## src/rtl/nand_bus_sequencer_pkg.sv

```systemverilog
// Shared definitions for the NAND pin-interface sequencer: operation codes,
// FSM states and the registered pin bundle with its reset/idle value.
package nand_bus_sequencer_pkg;

    localparam int unsigned OP_W   = 3;
    localparam int unsigned BYTE_W = 8;

    // Operation codes presented on op_type; codes above OP_WAIT_RB are illegal.
    typedef enum logic [OP_W-1:0] {
        OP_CMD     = 3'd0,
        OP_ADDR    = 3'd1,
        OP_WRITE   = 3'd2,
        OP_READ    = 3'd3,
        OP_WAIT_RB = 3'd4
    } op_e;

    typedef enum logic [2:0] {
        ST_IDLE,
        ST_SETUP,
        ST_STROBE,
        ST_HOLD,
        ST_TWB,
        ST_POLL
    } state_e;

    // Everything that drives a NAND pad, held in one register.
    typedef struct packed {
        logic              nce;
        logic              cle;
        logic              ale;
        logic              nwe;
        logic              nre;
        logic              nwp;
        logic              io_oe;
        logic [BYTE_W-1:0] io_out;
    } pins_t;

    // Deselected, write-protected, strobes high, IO released.
    localparam pins_t PINS_RESET = '{
        nce:    1'b1,
        cle:    1'b0,
        ale:    1'b0,
        nwe:    1'b1,
        nre:    1'b1,
        nwp:    1'b0,
        io_oe:  1'b0,
        io_out: 8'h00
    };

    function automatic logic op_is_legal(input logic [OP_W-1:0] op);
        return op <= OP_WAIT_RB;
    endfunction

endpackage

```

## src/rtl/nand_bus_sequencer_rb_sync.sv

```systemverilog
// Two-flop synchroniser for the asynchronous NAND R/nB pin.
// Ports: clk, rst_n (async active-low), async_in (raw R/nB),
//        sync_out (synchronised, resets to 0 = busy).
module nand_bus_sequencer_rb_sync (
    input  logic clk,
    input  logic rst_n,
    input  logic async_in,
    output logic sync_out
);

    logic meta_q;
    logic sync_q;

    always_ff @(posedge clk or negedge rst_n) begin
        if (!rst_n) begin
            meta_q <= 1'b0;
            sync_q <= 1'b0;
        end else begin
            meta_q <= async_in;
            sync_q <= meta_q;
        end
    end

    assign sync_out = sync_q;

endmodule

```

## src/rtl/nand_bus_sequencer.sv

```systemverilog
// Cycle-level timing engine for the NAND flash pin interface. Runs one bus
// operation per accepted request: command latch, address latch, data write,
// data read or wait-for-ready.
// Ports:
//   PCLK, PRESETN          clock, async active-low reset
//   op_valid/op_ready      request handshake; op_type, op_data captured at accept
//   chip_en, wp_n_i        register bits driving nCE (inverted) and nWP
//   done, err, rd_data     completion pulse, error flag, last byte read
//   nCE CLE ALE nWE nRE nWP io_out io_oe   registered NAND pad outputs
//   io_in, RnB             IO pad input data, asynchronous ready/busy
module nand_bus_sequencer
    import nand_bus_sequencer_pkg::*;
#(
    parameter int unsigned TWP  = 2,
    parameter int unsigned TWH  = 2,
    parameter int unsigned TWB  = 4,
    parameter int unsigned TO_W = 16
) (
    input  logic        PCLK,
    input  logic        PRESETN,
    input  logic        op_valid,
    input  logic [2:0]  op_type,
    input  logic [7:0]  op_data,
    output logic        op_ready,
    input  logic        chip_en,
    input  logic        wp_n_i,
    output logic        done,
    output logic        err,
    output logic [7:0]  rd_data,
    output logic        nCE,
    output logic        CLE,
    output logic        ALE,
    output logic        nWE,
    output logic        nRE,
    output logic        nWP,
    output logic [7:0]  io_out,
    output logic        io_oe,
    input  logic [7:0]  io_in,
    input  logic        RnB
);

    // One counter serves SETUP/STROBE/HOLD/TWB, so size it for the longest phase.
    localparam int unsigned CNT_MAX = (TWP > TWH) ? ((TWP > TWB) ? TWP : TWB)
                                                  : ((TWH > TWB) ? TWH : TWB);
    localparam int unsigned CNT_W   = (CNT_MAX > 1) ? $clog2(CNT_MAX) : 1;

    state_e             state_q, state_d;
    logic [CNT_W-1:0]   cnt_q, cnt_d;
    logic [TO_W-1:0]    to_q, to_d;
    op_e                op_q, op_d;
    pins_t              pins_q, pins_d;
    logic               op_ready_q, op_ready_d;
    logic               done_q, done_d;
    logic               err_q, err_d;
    logic [BYTE_W-1:0]  rd_cap_q, rd_cap_d;
    logic [BYTE_W-1:0]  rd_data_q, rd_data_d;
    logic               rb_sync;

    nand_bus_sequencer_rb_sync u_rb_sync (
        .clk      (PCLK),
        .rst_n    (PRESETN),
        .async_in (RnB),
        .sync_out (rb_sync)
    );

    // State and output registers.
    always_ff @(posedge PCLK or negedge PRESETN) begin
        if (!PRESETN) begin
            state_q    <= ST_IDLE;
            cnt_q      <= '0;
            to_q       <= '0;
            op_q       <= OP_CMD;
            pins_q     <= PINS_RESET;
            op_ready_q <= 1'b0;
            done_q     <= 1'b0;
            err_q      <= 1'b0;
            rd_cap_q   <= '0;
            rd_data_q  <= '0;
        end else begin
            state_q    <= state_d;
            cnt_q      <= cnt_d;
            to_q       <= to_d;
            op_q       <= op_d;
            pins_q     <= pins_d;
            op_ready_q <= op_ready_d;
            done_q     <= done_d;
            err_q      <= err_d;
            rd_cap_q   <= rd_cap_d;
            rd_data_q  <= rd_data_d;
        end
    end

    // Next state and next registered outputs.
    always_comb begin
        state_d   = state_q;
        cnt_d     = cnt_q + CNT_W'(1);
        to_d      = to_q;
        op_d      = op_q;
        pins_d    = pins_q;
        pins_d.nce = ~chip_en;
        pins_d.nwp = wp_n_i;
        done_d    = 1'b0;
        err_d     = 1'b0;
        rd_cap_d  = rd_cap_q;
        rd_data_d = rd_data_q;

        unique case (state_q)
            ST_IDLE: begin
                cnt_d = '0;
                if (op_valid && op_ready_q) begin
                    if (!chip_en || !op_is_legal(op_type)) begin
                        // Rejected without touching the bus.
                        done_d = 1'b1;
                        err_d  = 1'b1;
                    end else begin
                        op_d = op_e'(op_type);
                        if (op_type == OP_WAIT_RB) begin
                            state_d = ST_TWB;
                        end else begin
                            state_d    = ST_SETUP;
                            pins_d.cle = (op_type == OP_CMD);
                            pins_d.ale = (op_type == OP_ADDR);
                            if (op_type != OP_READ) begin
                                pins_d.io_oe  = 1'b1;
                                pins_d.io_out = op_data;
                            end
                        end
                    end
                end
            end

            ST_SETUP: begin
                state_d = ST_STROBE;
                cnt_d   = '0;
                if (op_q == OP_READ) pins_d.nre = 1'b0;
                else                 pins_d.nwe = 1'b0;
            end

            ST_STROBE: begin
                if (cnt_q == CNT_W'(TWP - 1)) begin
                    state_d    = ST_HOLD;
                    cnt_d      = '0;
                    pins_d.nwe = 1'b1;
                    pins_d.nre = 1'b1;
                    // Sample the pad on the last cycle nRE is low.
                    if (op_q == OP_READ) rd_cap_d = io_in;
                end
            end

            ST_HOLD: begin
                if (cnt_q == CNT_W'(TWH - 1)) begin
                    state_d      = ST_IDLE;
                    cnt_d        = '0;
                    pins_d.cle   = 1'b0;
                    pins_d.ale   = 1'b0;
                    pins_d.io_oe = 1'b0;
                    done_d       = 1'b1;
                    if (op_q == OP_READ) rd_data_d = rd_cap_q;
                end
            end

            ST_TWB: begin
                if (cnt_q == CNT_W'(TWB - 1)) begin
                    state_d = ST_POLL;
                    cnt_d   = '0;
                    to_d    = '0;
                end
            end

            ST_POLL: begin
                cnt_d = '0;
                if (rb_sync) begin
                    state_d = ST_IDLE;
                    done_d  = 1'b1;
                end else if (to_q == {TO_W{1'b1}}) begin
                    state_d = ST_IDLE;
                    done_d  = 1'b1;
                    err_d   = 1'b1;
                end else begin
                    to_d = to_q + TO_W'(1);
                end
            end

            default: begin
                state_d = ST_IDLE;
            end
        endcase

        op_ready_d = (state_d == ST_IDLE);
    end

    assign op_ready = op_ready_q;
    assign done     = done_q;
    assign err      = err_q;
    assign rd_data  = rd_data_q;
    assign nCE      = pins_q.nce;
    assign CLE      = pins_q.cle;
    assign ALE      = pins_q.ale;
    assign nWE      = pins_q.nwe;
    assign nRE      = pins_q.nre;
    assign nWP      = pins_q.nwp;
    assign io_out   = pins_q.io_out;
    assign io_oe    = pins_q.io_oe;

endmodule

```

## config.mk

```make
export PLATFORM = sky130hd
export DESIGN_NAME = nand_bus_sequencer
export DESIGN_NICKNAME = d
export VERILOG_FILES = /design/src/rtl/nand_bus_sequencer_pkg.sv /design/src/rtl/nand_bus_sequencer_rb_sync.sv /design/src/rtl/nand_bus_sequencer.sv
export SDC_FILE = /design/constraint.sdc
export NUM_CORES = 1
export LEC_CHECK = 0
export CAP_MARGIN = 40
export CORE_MARGIN = 1
export CORE_UTILIZATION = 56
export DETAILED_ROUTE_END_ITERATION = 8
export GPL_ROUTABILITY_DRIVEN = 0
export PLACE_DENSITY = 0.95
export SLEW_MARGIN = 5
export SYNTH_ARGS = -nofsm -noshare
export SYNTH_HDL_FRONTEND = slang
export SYNTH_SLANG_ARGS = --single-unit
```

## constraint.sdc

```tcl
create_clock -name PCLK -period 3 [get_ports PCLK]
set_clock_uncertainty 0.1 [all_clocks]
set_input_delay 0.6 -clock PCLK [delete_from_list [all_inputs] [get_ports PCLK]]
set_output_delay 0.6 -clock PCLK [all_outputs]
set_load 0.01 [all_outputs]
```

==> run_1/clocks.png <==
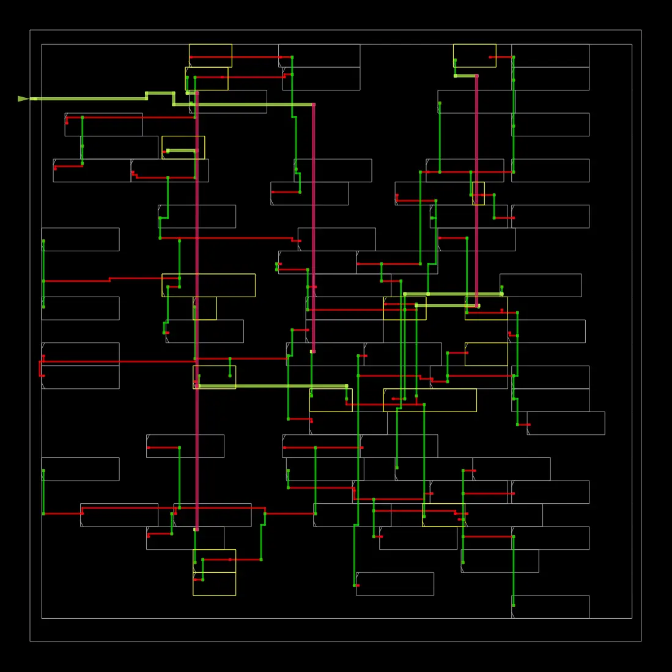
Insertion Delay late pin: 340 ps
flop count: 60
clock sinks: 60
Clock Buffer Count: 13

==> run_1/metal_density.png <==
The die is cut into 14 by 14 equal tiles; dark purple is low, yellow is high, scaled to the fullest tile. Values are wire area over tile area, all layers added.
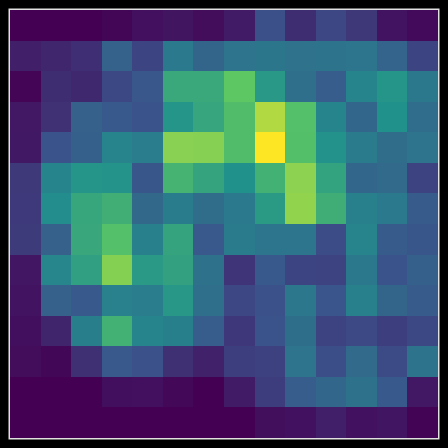
9.7% of the tiles are nearly empty. 20% of the tiles are over half the peak. The fullest tile reaches 0.60.
drt wl/cell: 16.9 µm
Post-Route WL: 6050 µm
GRT Total Usage: 25.6%

==> CHANGELOG.md, run 1 <==
## Flow update

- Status: complete, no violations
- Netlist cell types: roughly 53
- Commonest flop: dfrtp_1
- Worst r2r path cells: 4
- Buffers excl. clock: 52
- Final Power: around 2800 µW
- CTS buffer count: 9
- Comb_multi_in: between 150 and 200
- 1st-iter DRT viols: approximately 220
- CP Launch Point: state_q[1]$_DFF_PN0_
- Commonest cells post-synth: dfrtp_1 (57), mux2_2 (19), nand2_1 (16), nor2_1 (10), a21oi_1 (9)
- Dpl ws: roughly 670 ps
- Logic cell area: about 1200 µm²
- Post-Syn Area: around 2800 µm²
- Largest net degree at the start of global routing: 32
- Top cell area share: 51.4%
- Sum Neg Setup Slack: 0 ps
- Crit. End Element: register
- Registers, synthesis: about 60
- Setup Fix Bufs, Post-CTS: 0
- Ys async rst share: 100%
- GR Overflow Total: 0
- Comb. pwr: between 700 and 800 µW
- Via-per-instance ratio: just under 6
- Clk pin slew, worst setup/hold paths: around 70 ps
- Synthesized net count: approximately 260
- Chip area: about 5200 µm²
- NonClk Buf Share: roughly 15%
- Slew @ Worst Pin: a little under 800 ps
- Nets: 315
- Arrival @ worst endpoint: roughly 2300 ps
- Final min period: about 2200 ps
- First-pass GRT wire length: ~10000 µm
- Yosys stat chip area: 2780 µm²
- Hold Violations, Final: 0
- Post-cts sizing count: 0
- Slew margin rel.: about 47%
- Final worst setup slack: ~800 ps
- RSZ-0062 raised after global routing: false
- Slack of the worst reg-to-reg path: just under 800 ps
- Critical Path RT: roughly 3100 ps
- Post-synth EDFFs: 0
- DRT antenna net count: 0
- Total number of vias: between 2000 and 2500
- Max clock buf depth: 2
- Non-CTS inverters: 7
- Antenna violations before repair: 0
- HP Class: input pin to async pin
- Seq. pwr: 1170 µW
- Layout cells sized above 1: approximately 16%
- Final Setup Violations: 0
- Reg-to-Reg Start: state_q[1]$_DFF_PN0_
- Ys Warns: 0
- Max-cap violations: 0
- Largest Pwr Group: sequential cells
- Internal: around 2000 µW
- Largest class: sequential cells
- Tool warnings: 28
- Hold slack: roughly 190 ps
- Slew Limit Fails: 0
- Flop pwr share: between 40% and 50%
- CTS tree: yes
- Fraction of area in registers: 42.3%
- Synth top cell by count: dfrtp_1
- Fraction of standard cell area in multi-input logic: 33.3%
- Psw: a little under 800 µW
- Reg area: 1510 µm²
- Largest register FFs: 16
- Final period util: approximately three quarters
- Clock Power Share: 31.1%
- Number of diodes: 0
==> run_1/cell_density.png <==
Scale bar: 20 µm. The die is cut into 7 by 7 equal tiles; dark purple is low, yellow is high, 0 to 100% covered.
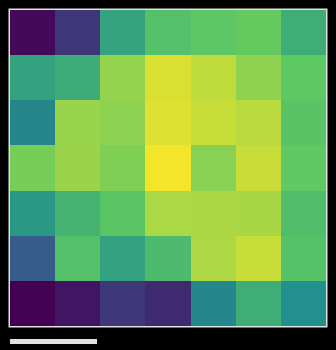
The fullest tile reaches 98%. 45% of the tiles are over 75% full. The mean over all tiles is 66%. The emptiest ninth of the die: south-west. 2.0% of the tiles are nearly empty.
fp util: 58.4%
Placeable Area: 4750 µm²

-- run 1: cell usage in the layout (no fill, tap or decap), types with 4 or more instances in the layout --
| cell type | count |
|---|---|
| o211ai_1 | 4 |
| nor2_1 | 10 |
| nand2b_1 | 5 |
| nand2_1 | 16 |
| or4_1 | 4 |
| nand4_1 | 4 |
| nand3_1 | 5 |
| mux2_1 | 8 |
| clkbuf_8 | 12 |
| inv_1 | 7 |
| a21oi_1 | 9 |
| mux2_2 | 19 |
| o21ai_1 | 4 |
| clkdlybuf4s50_1 | 49 |
| dfrtp_1 | 57 |
| o21ai_0 | 7 |
| ha_1 | 4 |
| a31oi_1 | 5 |
-- run 1: routing by layer --
| metal | vias to the layer above | global-route usage (%) | routed length (µm) |
|---|---|---|---|
| li1 | 974 | - | - |
| met1 | 1034 | 31.8 | 2560 |
| met2 | 92 | 42.1 | 2990 |
| met3 | 14 | 4.72 | 369 |
| met4 | 0 | 15.0 | 133 |
| met5 | - | 0 | 0 |
-- run 1: worst max-delay path: stages (launching register included) --
cell	delay [ps]
dfrtp_1	500
nand4bb_1	520
or4_1	670
nor3_1	170
a211oi_1	110
-- run 1: logic make-up (layout without fill, tap and decap cells) --
family | after synthesis | in the layout | synth area share, %
AND/OR/NAND/NOR | 74 | 74 | 17.3
XOR/XNOR | 1 | 1 | 0.316
adder cells (fa/ha/maj) | 4 | 4 | 1.80
flip-flops | 60 | 60 | 54.2
multiplexers | 30 | 30 | 12.0
buffers and inverters | 18 | 75 | 3.11
AND-OR/OR-AND | 47 | 47 | 11.3
-- run 1: per-stage QoR --
step / cells / instance area [µm²]
2_1_floorplan: 234 / 2780
3_3_place_gp: 342 / 3320
3_5_place_dp: 342 / 3320
4_1_cts: 358 / 3560
5_1_grt: 358 / 3560
6_report: 358 / 3560
==> run_1/flops_by_reg.png <==
Scale bar: 20 µm. Other sequential cells in the stronger gray, the rest of the logic in the fainter gray.
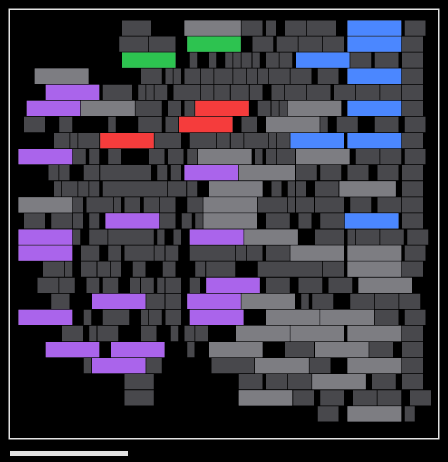

==> run 2, diff against run 1 <==
--- a/config.mk
+++ b/config.mk
@@ -7,10 +7,10 @@
 export LEC_CHECK = 0
 export CAP_MARGIN = 40
 export CORE_MARGIN = 1
-export CORE_UTILIZATION = 56
+export CORE_UTILIZATION = 52
 export DETAILED_ROUTE_END_ITERATION = 8
 export GPL_ROUTABILITY_DRIVEN = 0
-export PLACE_DENSITY = 0.95
+export PLACE_DENSITY = 0.9
 export SLEW_MARGIN = 5
 export SYNTH_ARGS = -nofsm -noshare
 export SYNTH_HDL_FRONTEND = slang
==> constraint.sdc (replaced) <==
create_clock -name PCLK -period 2.2 [get_ports PCLK]
set_clock_uncertainty 0.1 [all_clocks]
set_input_delay 0.44 -clock PCLK [delete_from_list [all_inputs] [get_ports PCLK]]
set_output_delay 0.44 -clock PCLK [all_outputs]
set_load 0.01 [all_outputs]
==> run_2/flops_by_reg.png <==
Scale bar: 20 µm. Other sequential cells in the stronger gray, the rest of the logic in the fainter gray.
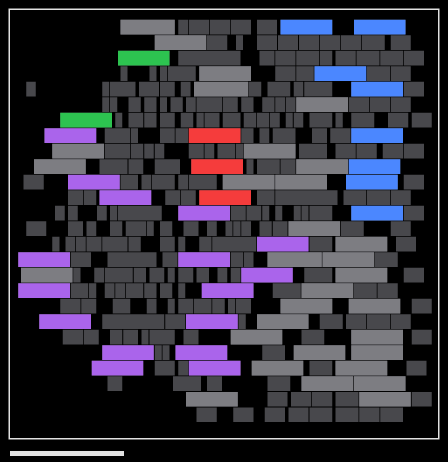
Red shows `state_q`, sequential cells 3. Blue shows `io_out`, sequential cells 8. Purple shows `to_q`, sequential cells 16. Green shows `cnt_q`, sequential cells 2.
Another 31 sequential cells are not colored.
Reg area: 1510 µm²
Seq. pwr: 1600 µW
fraction of area in registers: 41.6%
fin util: 70.4%

==> run_2/metal_density.png <==
The die is cut into 15 by 15 equal tiles; dark purple is low, yellow is high, scaled to the fullest tile. Values are wire area over tile area, all layers added.
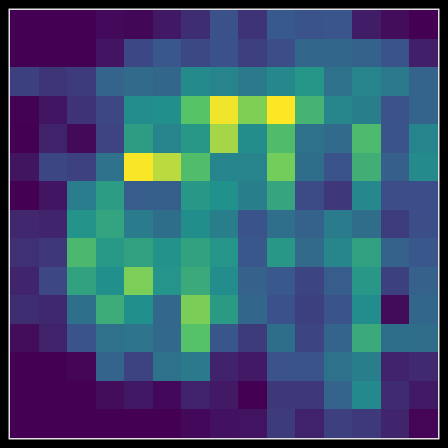
total number of vias: 2113
Post-Route WL: 5930 µm
GRT Total Usage: 23.2%
drt wl/cell: 16.0 µm

==> CHANGELOG.md, run 2 <==
## Flow update

- Nets: 325 (+3.2%)
- Post-Synth Simple-Gate Area: 17.3% (unchanged)
- Commonest flop: dfrtp_1
- Slew Limit Fails: 0 (unchanged)
- Via-per-instance ratio: 5.70 (-3.5%)
- Worst Setup EP: rd_cap_q[1]$_DFFE_PN0P_
- Commonest cells post-synth: dfrtp_1 (57), mux2_2 (19), nand2_1 (16), nor2_1 (10), a21oi_1 (9)
- Status: complete, no violations
- Final period util: 93.0% (+19 points)
- Post-Syn Area: 2780 µm² (unchanged)
- GR met3 Demand/Resource: 5.35% (+0.63 points)
- Hold Violations, Final: 0 (unchanged)
- Mapped Cells: between 200 and 250
- Synth mux share: 12.0% (unchanged)
- Final min period: 2050 ps (-160 ps)
- Tool warnings: 28 (unchanged)
- Logic family by area: simple AND/OR/NAND/NOR gates
- M1 GR Usage: 27.4% (-4.3 points)
- Ys Warns: 0 (unchanged)
- Hold slack: 20.2 ps (-175 ps)
- IO buf count: about 50
- Worst r2r path cells: 5 (+1)
- Power per standard cell area: between 1000 and 1500 nW/µm²
- # H-tree levels: 3
- Synth Area in XOR/XNOR: 0.315% (unchanged)
- CP Launch Point: cnt_q[1]$_DFF_PN0_
- Synth top cell by count: dfrtp_1
- Startpoint types: register
- Max IR drop VDD: approximately 0.48 mV
- Yosys top cell by area: dfrtp_1
- Crit. End Element: register
- Largest net degree at the start of global routing: 31 (-3.1%)
- Yosys stat chip area: 2780 µm² (unchanged)
- 1st-iter DRT viols: 102 (-53%)
- Antenna violations before repair: 0 (unchanged)
- Insertion Delay late pin: 340 ps (about the same)
- Synthesized net count: 263 (unchanged)
- Clock sinks: 60 (unchanged)
- GR peak layer: met2
- Max-cap violations: 0 (unchanged)
- Chip area: 5640 µm² (+7.5%)
- Top cell area share: 51.4% (unchanged)
- Setup Fix Bufs, Post-CTS: 0 (unchanged)
- Slew @ Worst Pin: 655 ps (-132 ps)
- Cell area leaders: dfrtp_1 (51%), mux2_2 (7.7%), mux2_1 (3.2%)
- FMAX: 489 MHz
- Most frequent cells in the layout: dfrtp_1 (57), clkdlybuf4s50_1 (49), mux2_2 (19)
- CTS buffer count: 9 (unchanged)
- Arrival @ worst endpoint: 2160 ps (-150 ps)
- Fp util: 54.0% (-4.4 points)
- Yosys cell count: between 200 and 250
- DR DRC count: 0
- DRT antenna net count: 0 (unchanged)
- Pleak: between 0.0015 and 0.002 µW
- Die Span Y: approximately 75 µm
- Layout cells sized above 1: 18.9% (+2.4 points)
- Registers, synthesis: 60 (unchanged)
- RSZ-0062 raised after global routing: false
- Slew margin rel.: 56.3% (+9.2 points)
- Clk pin slew, worst setup/hold paths: 70 ps (about the same)
- CTS tree: yes
- Met2 usage: 39.5% (-2.5 points)
- Synth-to-layout area growth: 30.4%
- Sum Neg Setup Slack: 0 ps (unchanged)
- Largest register FFs: 16 (unchanged)
- Post-DP HPWL: 4050 µm
- Reg-to-Reg Start: cnt_q[1]$_DFF_PN0_
- Slack of the worst reg-to-reg path: 150 ps (-640 ps)
- Dominant logic cell type in the layout: dfrtp_1
- GR Overflow Total: 0 (unchanged)
- HP Class: input pin to async pin
- Netlist cell types: 53 (unchanged)
- I/O pin cnt: 51
- Filler Cell Count: between 300 and 400
- Final Power: 3790 µW (+37%)
- Post-cts sizing count: 0 (unchanged)
- Number of diodes: 0 (unchanged)
- FA/HA/MAJ Cells, Area Fraction: 1.80% (unchanged)
- Critical Path RT: 2320 ps (-780 ps)
- Ys async rst share: 100% (unchanged)
- Post-synth EDFFs: 0 (unchanged)
- Max clock buf depth: 2 (unchanged)
- Final Setup Violations: 0 (unchanged)
- Crit path kind: register to register
- Placeable Area: 5140 µm² (+8.1%)
- First-pass GRT wire length: 9400 µm (-4.8%)
- Die width: roughly 75 µm
- Compound Share, Synth: 11.3% (unchanged)
==> run_2/wires.png <==
Only two layers are drawn.
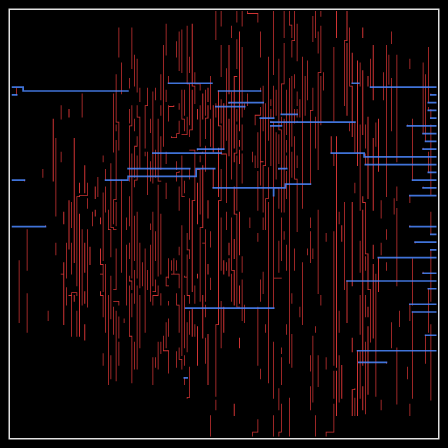
Red shows metal 2, wire length 3040 µm. Blue shows metal 3, wire length 301 µm.

[run 2: stage by stage]
stage / cells / cell area, µm² / setup slack, ps
floorplan: 234 / 2780 / 305
global placement: 355 / 3390 / 131
detailed placement: 355 / 3390 / 59.5
CTS: 371 / 3620 / 147
global route: 371 / 3620 / 26.5
finish: 371 / 3620 / 153
[run 2: report_power, final]
| part | total [µW] | switching, µW | internal [µW] |
|---|---|---|---|
| registers | 1600 | 187 | 1410 |
| clock network | 1170 | 419 | 749 |
| logic | 1030 | 423 | 606 |
[run 2: worst min path at each step]
stage,from,end,slack (ps),depth (start not counted)
2_1_floorplan,PRESETN,ALE$_DFFE_PN0P_,40,0
3_3_place_gp,u_rb_sync.meta_q$_DFF_PN0_,u_rb_sync.sync_out$_DFF_PN0_,230,0
3_5_place_dp,u_rb_sync.meta_q$_DFF_PN0_,u_rb_sync.sync_out$_DFF_PN0_,240,0
4_1_cts,PRESETN,cnt_q[0]$_DFF_PN0_,50,1
5_1_grt,PRESETN,cnt_q[0]$_DFF_PN0_,70,1
6_report,PRESETN,cnt_q[0]$_DFF_PN0_,20,1
[run 2: layer usage]
layer  part of all wire, %  vias up
met5                     0        -
li1                      -     1002
met3                   5.1        8
met4                   1.5        0
met1                    42     1040
met2                    51       63
[run 2: final cells by class]
class | count | area, µm² | area share (%)
clock inverter | 5 | 100 | 2.76
tap | 70 | 87.6 | 2.42
timing repair buffer | 62 | 586 | 16.2
clock buffer | 11 | 131 | 3.63
multi-input combinational | 156 | 1180 | 32.7
inverter | 7 | 26.3 | 0.726
sequential | 60 | 1510 | 41.6
[run 2: critical path, stage by stage, from the launching register on]
cell and delay (ps):
dfrtp_1 400, inv_1 60, ha_1 220, and3b_1 200, or3b_1 550, mux2_1 390
==> run 3, diff against run 2 <==
--- a/config.mk
+++ b/config.mk
@@ -8,6 +8,7 @@
 export CAP_MARGIN = 40
 export CORE_MARGIN = 1
 export CORE_UTILIZATION = 52
+export CTS_CLUSTER_SIZE = 20
 export DETAILED_ROUTE_END_ITERATION = 8
 export GPL_ROUTABILITY_DRIVEN = 0
 export PLACE_DENSITY = 0.9
==> run_3/flops_by_reg.png <==
Scale bar: 20 µm. Other sequential cells in the stronger gray, the rest of the logic in the fainter gray.
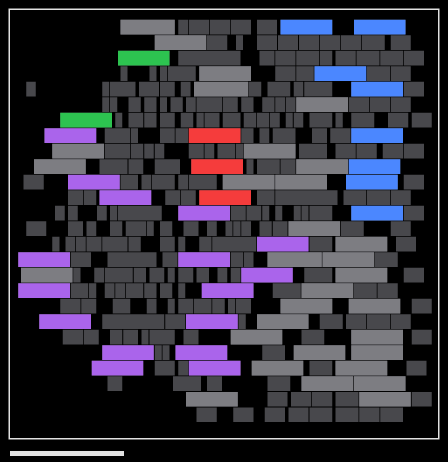
Green shows `cnt_q`, sequential cells 2. Blue shows `io_out`, sequential cells 8. Purple shows `to_q`, sequential cells 16. Red shows `state_q`, sequential cells 3.
Another 31 sequential cells are not colored.

==> run_3/cell_density.png <==
Scale bar: 20 µm. The die is cut into 8 by 8 equal tiles; dark purple is low, yellow is high, 0 to 100% covered.
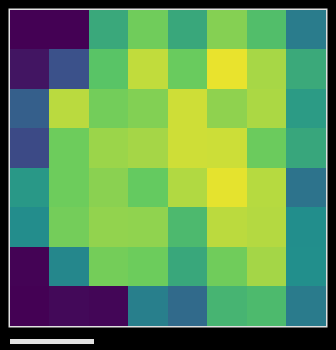
52% of the tiles are over 75% full. 7.8% of the tiles are nearly empty. The densest ninth of the die: center. The fullest tile reaches 97%. The mean over all tiles is 63%.
Placeable Area: 5140 µm²
fp util: 54.0%

==> CHANGELOG.md, run 3 <==
## Flow update

- Combinational power share: 27.1% (about the same)
- Psw: 1030 µW (unchanged)
- Die width: 75.1 µm (unchanged)
- Yosys top cell by area: dfrtp_1
- Ys async rst share: 100% (unchanged)
- Power per standard cell area: 1050 nW/µm² (unchanged)
- Yosys stat chip area: 2780 µm² (unchanged)
- Slew Limit Fails: 0 (unchanged)
- Filler Cell Count: 374 (unchanged)
- RSZ-0062 raised after global routing: false
- Post-cts sizing count: 0 (unchanged)
- Slew margin rel.: 56.3% (unchanged)
- Max clock buf depth: 2 (unchanged)
- CTS tree: yes
- Worst Setup EP: rd_cap_q[1]$_DFFE_PN0P_
- Sw frac: 27.1% (unchanged)
- Clock Power Share: 30.8% (about the same)
- Worst r2r path cells: 5 (unchanged)
- Post-DP HPWL: 4050 µm (unchanged)
- GRT Total Usage: 23.2% (unchanged)
- Commonest flop: dfrtp_1
- Clock sinks: 60 (unchanged)
- CTS buffer count: 9 (unchanged)
- Comb. pwr: 1030 µW (about the same)
- DRT antenna net count: 0 (unchanged)
- Setup Fix Bufs, Post-CTS: 0 (unchanged)
- Total number of vias: 2113 (unchanged)
- Arrival @ worst endpoint: 2160 ps (about the same)
- Sum Neg Setup Slack: 0 ps (unchanged)
- Final min period: 2050 ps (unchanged)
- Crit path kind: register to register
- Layout cells sized above 1: 18.9% (unchanged)
- Largest Pwr Group: sequential cells
- WP depth: 5 (unchanged)
- Internal: 2760 µW (unchanged)
- Tool warnings: 28 (unchanged)
- Cell area leaders: dfrtp_1 (51%), mux2_2 (7.7%), mux2_1 (3.2%)
- 1st-iter DRT viols: 102 (unchanged)
- Slack of the worst reg-to-reg path: 150 ps (about the same)
- I/O pin cnt: 51 (unchanged)
- Drt wl/cell: 16.0 µm (unchanged)
- Nets: 325 (unchanged)
- HP Class: input pin to async pin
- Via-per-instance ratio: 5.70 (unchanged)
- Chip area: 5640 µm² (unchanged)
- First-pass GRT wire length: 9400 µm (unchanged)
- Insertion Delay late pin: 340 ps (about the same)
- Most frequent cells in the layout: dfrtp_1 (57), clkdlybuf4s50_1 (49), mux2_2 (19)
- CP peak stage delay: 550 ps (about the same)
- Mapped Cells: 234 (unchanged)
- Logic family by area: simple AND/OR/NAND/NOR gates
- Commonest cells post-synth: dfrtp_1 (57), mux2_2 (19), nand2_1 (16), nor2_1 (10), a21oi_1 (9)
- Clock-net power: 1170 µW (about the same)
- Worst Path Buf+Inv: 1 (unchanged)
- # H-tree levels: 3 (unchanged)
- Ys Warns: 0 (unchanged)
- Post-Synth Simple-Gate Area: 17.3% (unchanged)
- FMAX: 489 MHz (unchanged)
- Post-Route WL: 5930 µm (unchanged)
- Critical Path RT: 2320 ps (about the same)
- Hold Violations, Final: 0 (unchanged)
- Synth mux share: 12.0% (unchanged)
- Yosys cell count: 234 (unchanged)
- Startpoint types: register
- Top cell area share: 51.4% (unchanged)
- Status: complete, no violations
- Max IR drop VDD: 0.483 mV (unchanged)
- Seq. pwr: 1600 µW (about the same)
- Synth Area in XOR/XNOR: 0.315% (unchanged)
- Family with the most delay on the worst path: simple AND/OR/NAND/NOR gates
- CP cell instances: inv_1 -> ha_1 -> and3b_1 -> or3b_1 -> mux2_1
- Pleak: 0.00163 µW (unchanged)
- Post-synth EDFFs: 0 (unchanged)
- Synth top cell by count: dfrtp_1
- Logic cell area: 1180 µm² (unchanged)
- Antenna violations before repair: 0 (unchanged)
- Slew @ Worst Pin: 655 ps (unchanged)
- Compound Share, Synth: 11.3% (unchanged)
- Flop pwr share: 42.1% (about the same)
- Final period util: 93.0% (unchanged)
==> run_3/metal_density.png <==
The die is cut into 15 by 15 equal tiles; dark purple is low, yellow is high, scaled to the fullest tile. Values are wire area over tile area, all layers added.
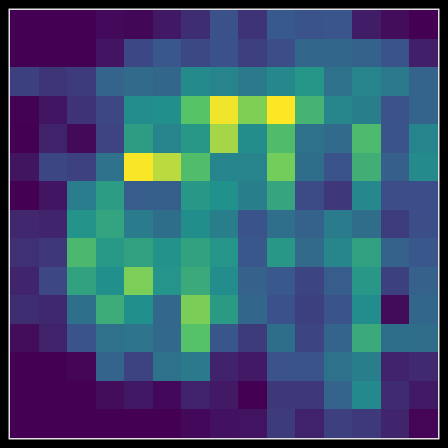

run 3: layer usage:
metal | vias to the layer above | GRT usage [%] | wire length [µm]
li1 | 1002 | - | -
met1 | 1040 | 27.4 | 2500
met2 | 63 | 39.5 | 3040
met3 | 8 | 5.35 | 300
met4 | 0 | 11.9 | 89
met5 | - | 0 | 0
run 3: layout make-up:
| class | instances | area share, % |
|---|---|---|
| Clock buffer | 11 | 3.63 |
| Clock inverter | 5 | 2.76 |
| Inverter | 7 | 0.726 |
| Multi-Input combinational cell | 156 | 32.7 |
| Sequential cell | 60 | 41.6 |
| Tap cell | 70 | 2.42 |
| Timing Repair Buffer | 62 | 16.2 |
run 3: worst min path at each step:
stage	start	endpoint	slack, ps	cells after the start
floorplan	PRESETN	ALE$_DFFE_PN0P_	40	0
global placement	u_rb_sync.meta_q$_DFF_PN0_	u_rb_sync.sync_out$_DFF_PN0_	230	0
detailed placement	u_rb_sync.meta_q$_DFF_PN0_	u_rb_sync.sync_out$_DFF_PN0_	240	0
CTS	PRESETN	cnt_q[0]$_DFF_PN0_	50	1
global route	PRESETN	cnt_q[0]$_DFF_PN0_	70	1
finish	PRESETN	cnt_q[0]$_DFF_PN0_	20	1
run 3: cells by family after synthesis:
kind of cell    count (synthesis)
fa+ha+maj                       4
simple gates                   74
xor+xnor                        1
flops                          60
mux                            30
compound gates                 47
buf+inv                        18
run 3: per-stage QoR:
stage	power (µW)	cell area (µm²)	worst slack [ps]	utilization [%]	cells
finish	3790	3620	153	70.4	371
global route	3990	3620	26.5	70.4	371
CTS	3820	3620	147	70.4	371
detailed placement	2630	3390	59.5	65.9	355
global placement	2580	3390	131	65.9	355
floorplan	2100	2780	305	-	234
No activity file was given, so power comes from the tool's default toggle rates.
